==> src/rtl/substraction_if.sv <==
// Operand/result bundle between the expression parser and the subtraction unit.
// Latency: none (wires only).
// Backpressure: none; the parser strobes parser_done and the unit answers with a done pulse.
//
// Signals:
//   src1, src2         16-bit minuend/subtrahend from the parser
//   parser_done        operand-valid strobe; a rising edge requests one subtraction
//   substraction_done  one-cycle pulse marking a fresh calc_res
//   calc_res           32-bit two's complement difference
interface substraction_if;
  logic [15:0] src1;
  logic [15:0] src2;
  logic        parser_done;
  logic        substraction_done;
  logic [31:0] calc_res;

  // Parser side: drives operands and strobe, observes the result.
  modport master (
    output src1,
    output src2,
    output parser_done,
    input  substraction_done,
    input  calc_res
  );

  // Subtraction unit side.
  modport slave (
    input  src1,
    input  src2,
    input  parser_done,
    output substraction_done,
    output calc_res
  );
endinterface

==> src/rtl/substraction.sv <==
// Computes src1 - src2 as a 32-bit two's complement result on each rising edge of parser_done.
// Latency: start seen at edge N, calc_res valid and substraction_done high from edge N+1, done low from N+2.
// Backpressure: none; a start edge arriving while an operation is in flight is dropped.
//
// Ports:
//   clk    system clock, all state on the rising edge
//   n_rst  synchronous active-high reset
//   bus    substraction_if.slave (src1, src2, parser_done in; substraction_done, calc_res out)
//
// Build option: define SUB_SIGNED_EN to sign-extend the 16-bit operands; otherwise they are
// zero-extended. Nothing else depends on the macro.
module substraction (
  input  logic                 clk,
  input  logic                 n_rst,
  substraction_if.slave        bus
);

  localparam logic [1:0] IDLE = 2'd0;
  localparam logic [1:0] CALC = 2'd1;
  localparam logic [1:0] DONE = 2'd2;

  logic [1:0]  state;
  logic        parser_done_d;
  logic [15:0] op1;
  logic [15:0] op2;
  logic [31:0] res_q;
  logic        done_q;
  logic        start;
  logic [31:0] op1_ext;
  logic [31:0] op2_ext;

  // Only the 0->1 transition requests work; a held strobe never retriggers.
  assign start = bus.parser_done & ~parser_done_d;

`ifdef SUB_SIGNED_EN
  assign op1_ext = {{16{op1[15]}}, op1};
  assign op2_ext = {{16{op2[15]}}, op2};
`else
  assign op1_ext = {16'h0000, op1};
  assign op2_ext = {16'h0000, op2};
`endif

  always_ff @(posedge clk) begin
    if (n_rst) begin
      state         <= IDLE;
      parser_done_d <= 1'b0;
      op1           <= 16'h0000;
      op2           <= 16'h0000;
      res_q         <= 32'h0000_0000;
      done_q        <= 1'b0;
    end else begin
      // Edge-detect history keeps updating even while busy, so an edge that
      // lands in CALC/DONE is consumed and cannot fire later.
      parser_done_d <= bus.parser_done;
      case (state)
        IDLE: begin
          if (start) begin
            op1   <= bus.src1;
            op2   <= bus.src2;
            state <= CALC;
          end
        end
        CALC: begin
          res_q  <= op1_ext - op2_ext;
          done_q <= 1'b1;
          state  <= DONE;
        end
        DONE: begin
          done_q <= 1'b0;
          state  <= IDLE;
        end
        default: begin
          done_q <= 1'b0;
          state  <= IDLE;
        end
      endcase
    end
  end

  assign bus.calc_res          = res_q;
  assign bus.substraction_done = done_q;

endmodule

==> src/flat_wrapper.sv <==
// flat-port wrapper written by rule: the top's interface ports become plain ports
module substraction_flat 
  (clk, n_rst, bus_src1, bus_src2, bus_parser_done, bus_substraction_done, bus_calc_res);
  substraction_if bus_i ();
  input  logic clk;
  input  logic n_rst;
  input wire logic [$bits(bus_i.src1)-1:0] bus_src1;
  input wire logic [$bits(bus_i.src2)-1:0] bus_src2;
  input wire logic [$bits(bus_i.parser_done)-1:0] bus_parser_done;
  output wire logic [$bits(bus_i.substraction_done)-1:0] bus_substraction_done;
  output wire logic [$bits(bus_i.calc_res)-1:0] bus_calc_res;
  assign bus_i.src1 = bus_src1;
  assign bus_i.src2 = bus_src2;
  assign bus_i.parser_done = bus_parser_done;
  assign bus_substraction_done = bus_i.substraction_done;
  assign bus_calc_res = bus_i.calc_res;
  substraction u_core (.clk(clk), .n_rst(n_rst), .bus(bus_i));
endmodule
==> config.mk <==
export PLATFORM = sky130hd
export DESIGN_NAME = substraction_flat
export DESIGN_NICKNAME = d
export VERILOG_FILES = /design/src/rtl/substraction_if.sv /design/src/rtl/substraction.sv /design/src/flat_wrapper.sv
export SDC_FILE = /design/constraint.sdc
export NUM_CORES = 1
export LEC_CHECK = 0
export CAP_MARGIN = 10
export CORE_MARGIN = 3
export CORE_UTILIZATION = 45
export DETAILED_ROUTE_END_ITERATION = 8
export PLACE_DENSITY = 0.82
export SETUP_SLACK_MARGIN = 0.5
export SYNTH_ARGS = -nofsm -noshare
export SYNTH_HDL_FRONTEND = slang
export SYNTH_SLANG_ARGS = --single-unit
export TNS_END_PERCENT = 5
==> constraint.sdc <==
create_clock -name clk -period 2.3 [get_ports clk]
set_clock_uncertainty 0.2 [all_clocks]
set_input_delay 0.345 -clock clk [delete_from_list [all_inputs] [get_ports clk]]
set_output_delay 0.345 -clock clk [all_outputs]
set_load 0.02 [all_outputs]
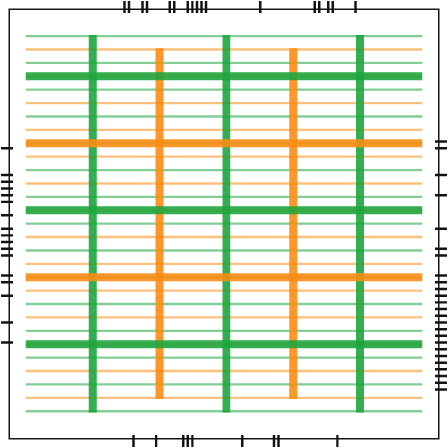
run_1/floorplan.png
Pins as bars on the die edge.
| colour | net |
|---|---|
| orange | VDD |
| green | VSS |
rows: 28
met5 straps: 5
met1 rails: 29
signal pins: 68
CORE AREA: 6130 um2
Die H: 86.9 um
Peak VDD IR: 370 uV
Die W: 86.9 um

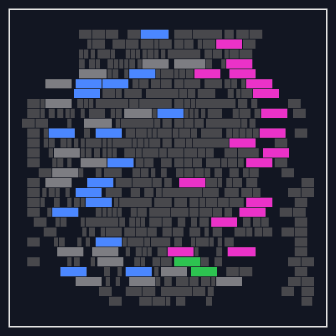
run_1/ff_map.png
Other sequential cells in the stronger grey, the rest of the logic in the fainter grey.
| colour | signal | placed flops |
|---|---|---|
| green | `u_core.state` | 2 |
| magenta | `u_core.bus.calc_res` | 17 |
| blue | `u_core.op1` | 16 |
flop share of the area: 0.266
Core Util, Final: 0.656
Storage cell area: 1070 um2

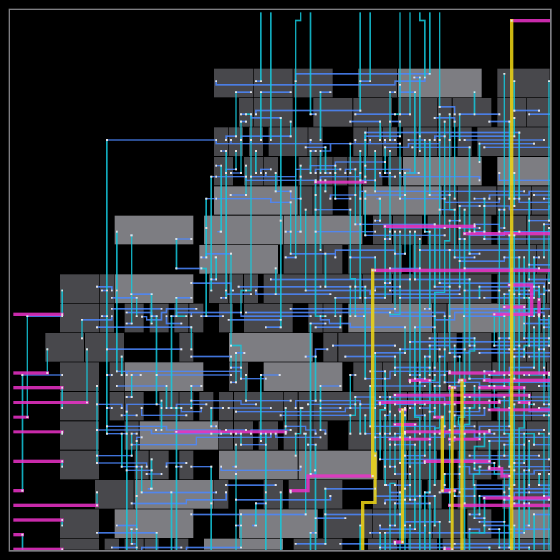
run_1/closeup.png
Window x 0 to 50, y 37 to 87 um. Cells in grey, sequential cells in the stronger grey; small squares are vias.
| colour | layer |
|---|---|
| magenta | M3 |
| cyan | M2 |
| blue | M1 |
| yellow | M4 |
sequential cells in the window: 21
cells with their middle in the window: 174
most frequent: nand2_1 (42), clkdlybuf4s50_1 (21), a21oi_1 (20)
netlist names of flops here include: `u_core.op2` (11), `u_core.op1` (10)

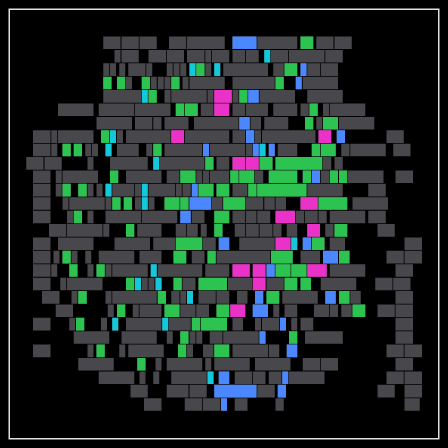
run_1/gates.png
| colour | family | cells | most used |
|---|---|---|---|
| cyan | inv cells | 19 | inv_1 |
| green | aoi and oai cells | 82 | a21oi_1 |
| magenta | non-inverting ao/oa cells | 15 | o21a_1 |
| blue | nor cells | 29 | nor2_1 |
combinational share of cell area: 0.449
most numerous logic cell after layout: nand2_1
Layout Cells excl Fill: 506

==> qor.csv, run 1 <==
metric;value;unit
hold_viol_final;0;
path_class;reg -> reg;
crit_path_end;u_core.bus.calc_res[8];
track_usage;0.197;
syn_area;2950;um2
tightest_slew;0.423;ns
dp_hpwl;5.19;mm
top_usage_layer;met2;
fillCellCount;469;
worst_path_largest_cell_delay;0.34;ns
grt_pass1_wl;12.1;mm
mostFrequentLayoutCells;nand2_1 (74), clkdlybuf4s50_1 (65), dfxtp_1 (47), a21oi_1 (38), buf_4 (23);
fp_util;0.480;
placed_cells;490;
min-delay-path-class;in -> reg;
htree_num_levels;2;
mux_area_frac;0.00340;
crit_slowest_cell;dfxtp_2;
wl_per_cell;15.9;um
dr_wl_met3;628;um
critPathMaxFanout;4;
non_clock_buffer_count;91;
n_all_inverters;19;
insertedDiodeCount;0;
status;complete, no violations;
edf_count;0;
yosysTopAreaCell;dfxtp_1;
cts_hold_buf;0;
finalWorstSetupSlack;0.104;ns
cts_buffers;5;
pwr-share-seq;0.382;
nonClkBufAreaFrac;0.211;
hp-start;n_rst;
aoi_share;0.216;
async_flop_share;0;
max_cap_violations;0;
slew_viol_final;0;
synthDistinctLibCells;60;
drc;0;
rr_endpoint;u_core.bus.calc_res[8];
root_buffer;clkbuf_8;
setup_violations;0;
wl;8.03;mm
syn_inst;371;
area_growth;36.6;%
dominant_cells;combinational gates;
cts_tree;built;
post_cts_resized;13;
fin_hold_ws;0.214;ns
p_sw;845;uW
port_buffers;67;
wl_met2;3.70;mm
grt_setup_unrepaired;true;
synthTopLogicFamily;simple AND/OR/NAND/NOR gates;
clk_latency;0.31;ns
power.group.top;sequential cells;
switching_share;0.314;
design.seq.count;53;
taps;75;
p_leak;1.47;nW
wl_met1;3.42;mm
tns;0;ns
cp_data_required_time;2.30;ns
p_clk;741;uW
cp_top_family;AND-OR/OR-AND gates;
top_cell;nand2_1;
combPwrFrac;0.342;
synth-seq-cells;53;
synth_area_per_cell;7.94;um2
synth_top_area_share;0.360;
ys_chip_area;2950;um2
grt_pass1_vias;2564;
top_level_ports;68;
antenna_found_initial;0;
ant_nets;0;
==> run 1 -> run 2 <==
--- a/config.mk
+++ b/config.mk
@@ -5,7 +5,7 @@
 export SDC_FILE = /design/constraint.sdc
 export NUM_CORES = 1
 export LEC_CHECK = 0
-export CAP_MARGIN = 10
+export CAP_MARGIN = 15
 export CORE_MARGIN = 3
 export CORE_UTILIZATION = 45
 export DETAILED_ROUTE_END_ITERATION = 8
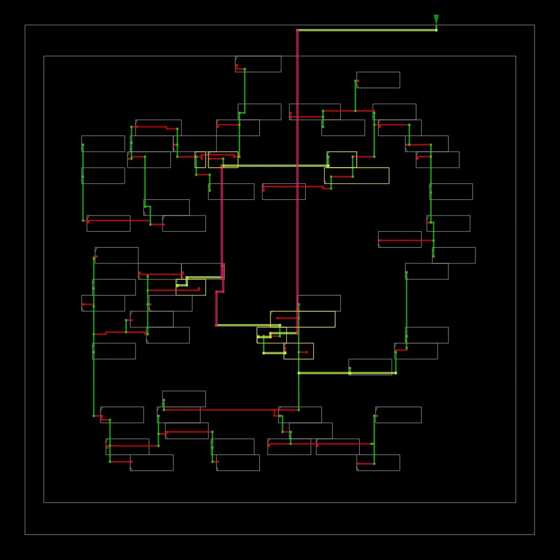
run_2/clock_nets.png
clk_lat worst skew: 0.31 ns
Flop Count: 53
clk sink count: 53

==> run 2 against run 1 <==
  * Critical path depth stayed put
  * Clock power about the same
  * Die area did not move
  * Register-to-register slack about the same
  * Worst setup slack stayed put
  * Non-clock buffer count unchanged
  * Hold slack stayed put
  * Area after synthesis unchanged
  * Core utilization unchanged
==> qor.csv, run 2 <==
metric;value;unit
drtIter0Drc;417;
root_buffer;clkbuf_8;
top_cell;nand2_1;
die_h;86.9;um
area_growth;36.6;%
path_class;reg -> reg;
top_cells_by_count;nand2_1 (74), dfxtp_1 (53), a21oi_1 (39), inv_1 (19), ha_1 (16);
cts_buffer_depth;2;
track_usage;0.197;
logic_gates;260;
slew_viol_final;0;
synthDistinctLibCells;60;
seqCellArea;1070;um2
grt_max_degree;34;
insertedDiodeCount;0;
tightest_slew;0.423;ns
top_layer;met4;
rr_endpoint;u_core.bus.calc_res[8];
core.rowCount;28;
post-cts-setup-buffer-count;3;
xor_share;0.00297;
nonClkBufAreaFrac;0.211;
cp_top_family;AND-OR/OR-AND gates;
met2_usage;0.309;
non_clock_buffer_count;91;
finalNetCount;482;
cts_hold_buf;0;
setup_violations;0;
finalWorstSetupSlack;0.104;ns
dr_wl_met3;628;um
placed_area;3620;um2
ys_chip_area;2950;um2
via_per_inst;5.83;
pwr-share-seq;0.382;
clockPowerShare;0.276;
synth-seq-cells;53;
top_usage_layer;met2;
p_total;2.69;mW
period_needed;2.20;ns
min-delay-path-class;in -> reg;
placed_cells;490;
preCtsSetupSlack;0.00409;ns
dominant_cells;combinational gates;
yosys_warnings;0;
clkbuf_count;5;
max_cap_violations;0;
dp_hpwl;5.19;mm
port_buffers;67;
layout-drive-gt1-share;0.181;
combGateArea;1810;um2
synthTopLogicFamily;simple AND/OR/NAND/NOR gates;
hp-start;n_rst;
aoi_share;0.216;
seq_area_frac;0.266;
post-route-util;0.656;
fp_nets;423;
wl;8.03;mm
peakVddDrop;370;uV
comb_area_frac;0.449;
critPathBufInv;1;
wl_per_cell;15.9;um
openroad.warnings;29;
ys_seq_share;0.360;
p_clk;741;uW
status;complete, no violations;
syn_area;2950;um2
mux_area_frac;0.00340;
startpoint_type;flop;
yosysTopAreaCell;dfxtp_1;
gr-total-overflow;0;
wl_met1;3.42;mm
htree_num_levels;2;
firstDrtPassIters;5;
die_area;7550;um2
power.group.top;sequential cells;
powerDensity;668;nW/um2
grt_pass1_vias;2564;
worst_path_largest_cell_delay;0.34;ns
top_level_ports;68;
tns;0;ns
p_leak;1.47;nW
crit_slowest_cell;dfxtp_2;
fin_hold_ws;0.214;ns
dieWidth;86.9;um
p_sw;845;uW
simple_gate_share;0.239;
combPwrFrac;0.342;
antenna_found_initial;0;
grt_setup_unrepaired;true;
cp_num_cells;8;
gr-usage-met3;0.0369;
mostFrequentLayoutCells;nand2_1 (74), clkdlybuf4s50_1 (65), dfxtp_1 (47), a21oi_1 (38), buf_4 (23);
fp_util;0.480;
grt_pass1_wl;12.1;mm
synth_top_area_share;0.360;
wl_met2;3.70;mm
ys_cells;371;
layout_top_cell;nand2_1;
async_flop_share;0;
ant_nets;0;
cp_data_required_time;2.30;ns
edf_count;0;
hold_viol_final;0;
taps;75;
crit_path_end;u_core.bus.calc_res[8];
path_clk_slew;0.10;ns
synth_area_per_cell;7.94;um2
n_all_inverters;19;
core-area;6130;um2
post_cts_resized;13;
syn_inst;371;
drc;0;
topCellsByArea;dfxtp_1 (36%), nand2_1 (9.4%), ha_1 (6.8%);
fillCellCount;469;
switching_share;0.314;
cts_buffers;5;
fin_cells;506;
cts_tree;built;
pg_comb;919;uW
slew_headroom;0.715;
critPathCaptureType;flop;
critPathMaxFanout;4;
Power is estimated from default activity; no workload was simulated.
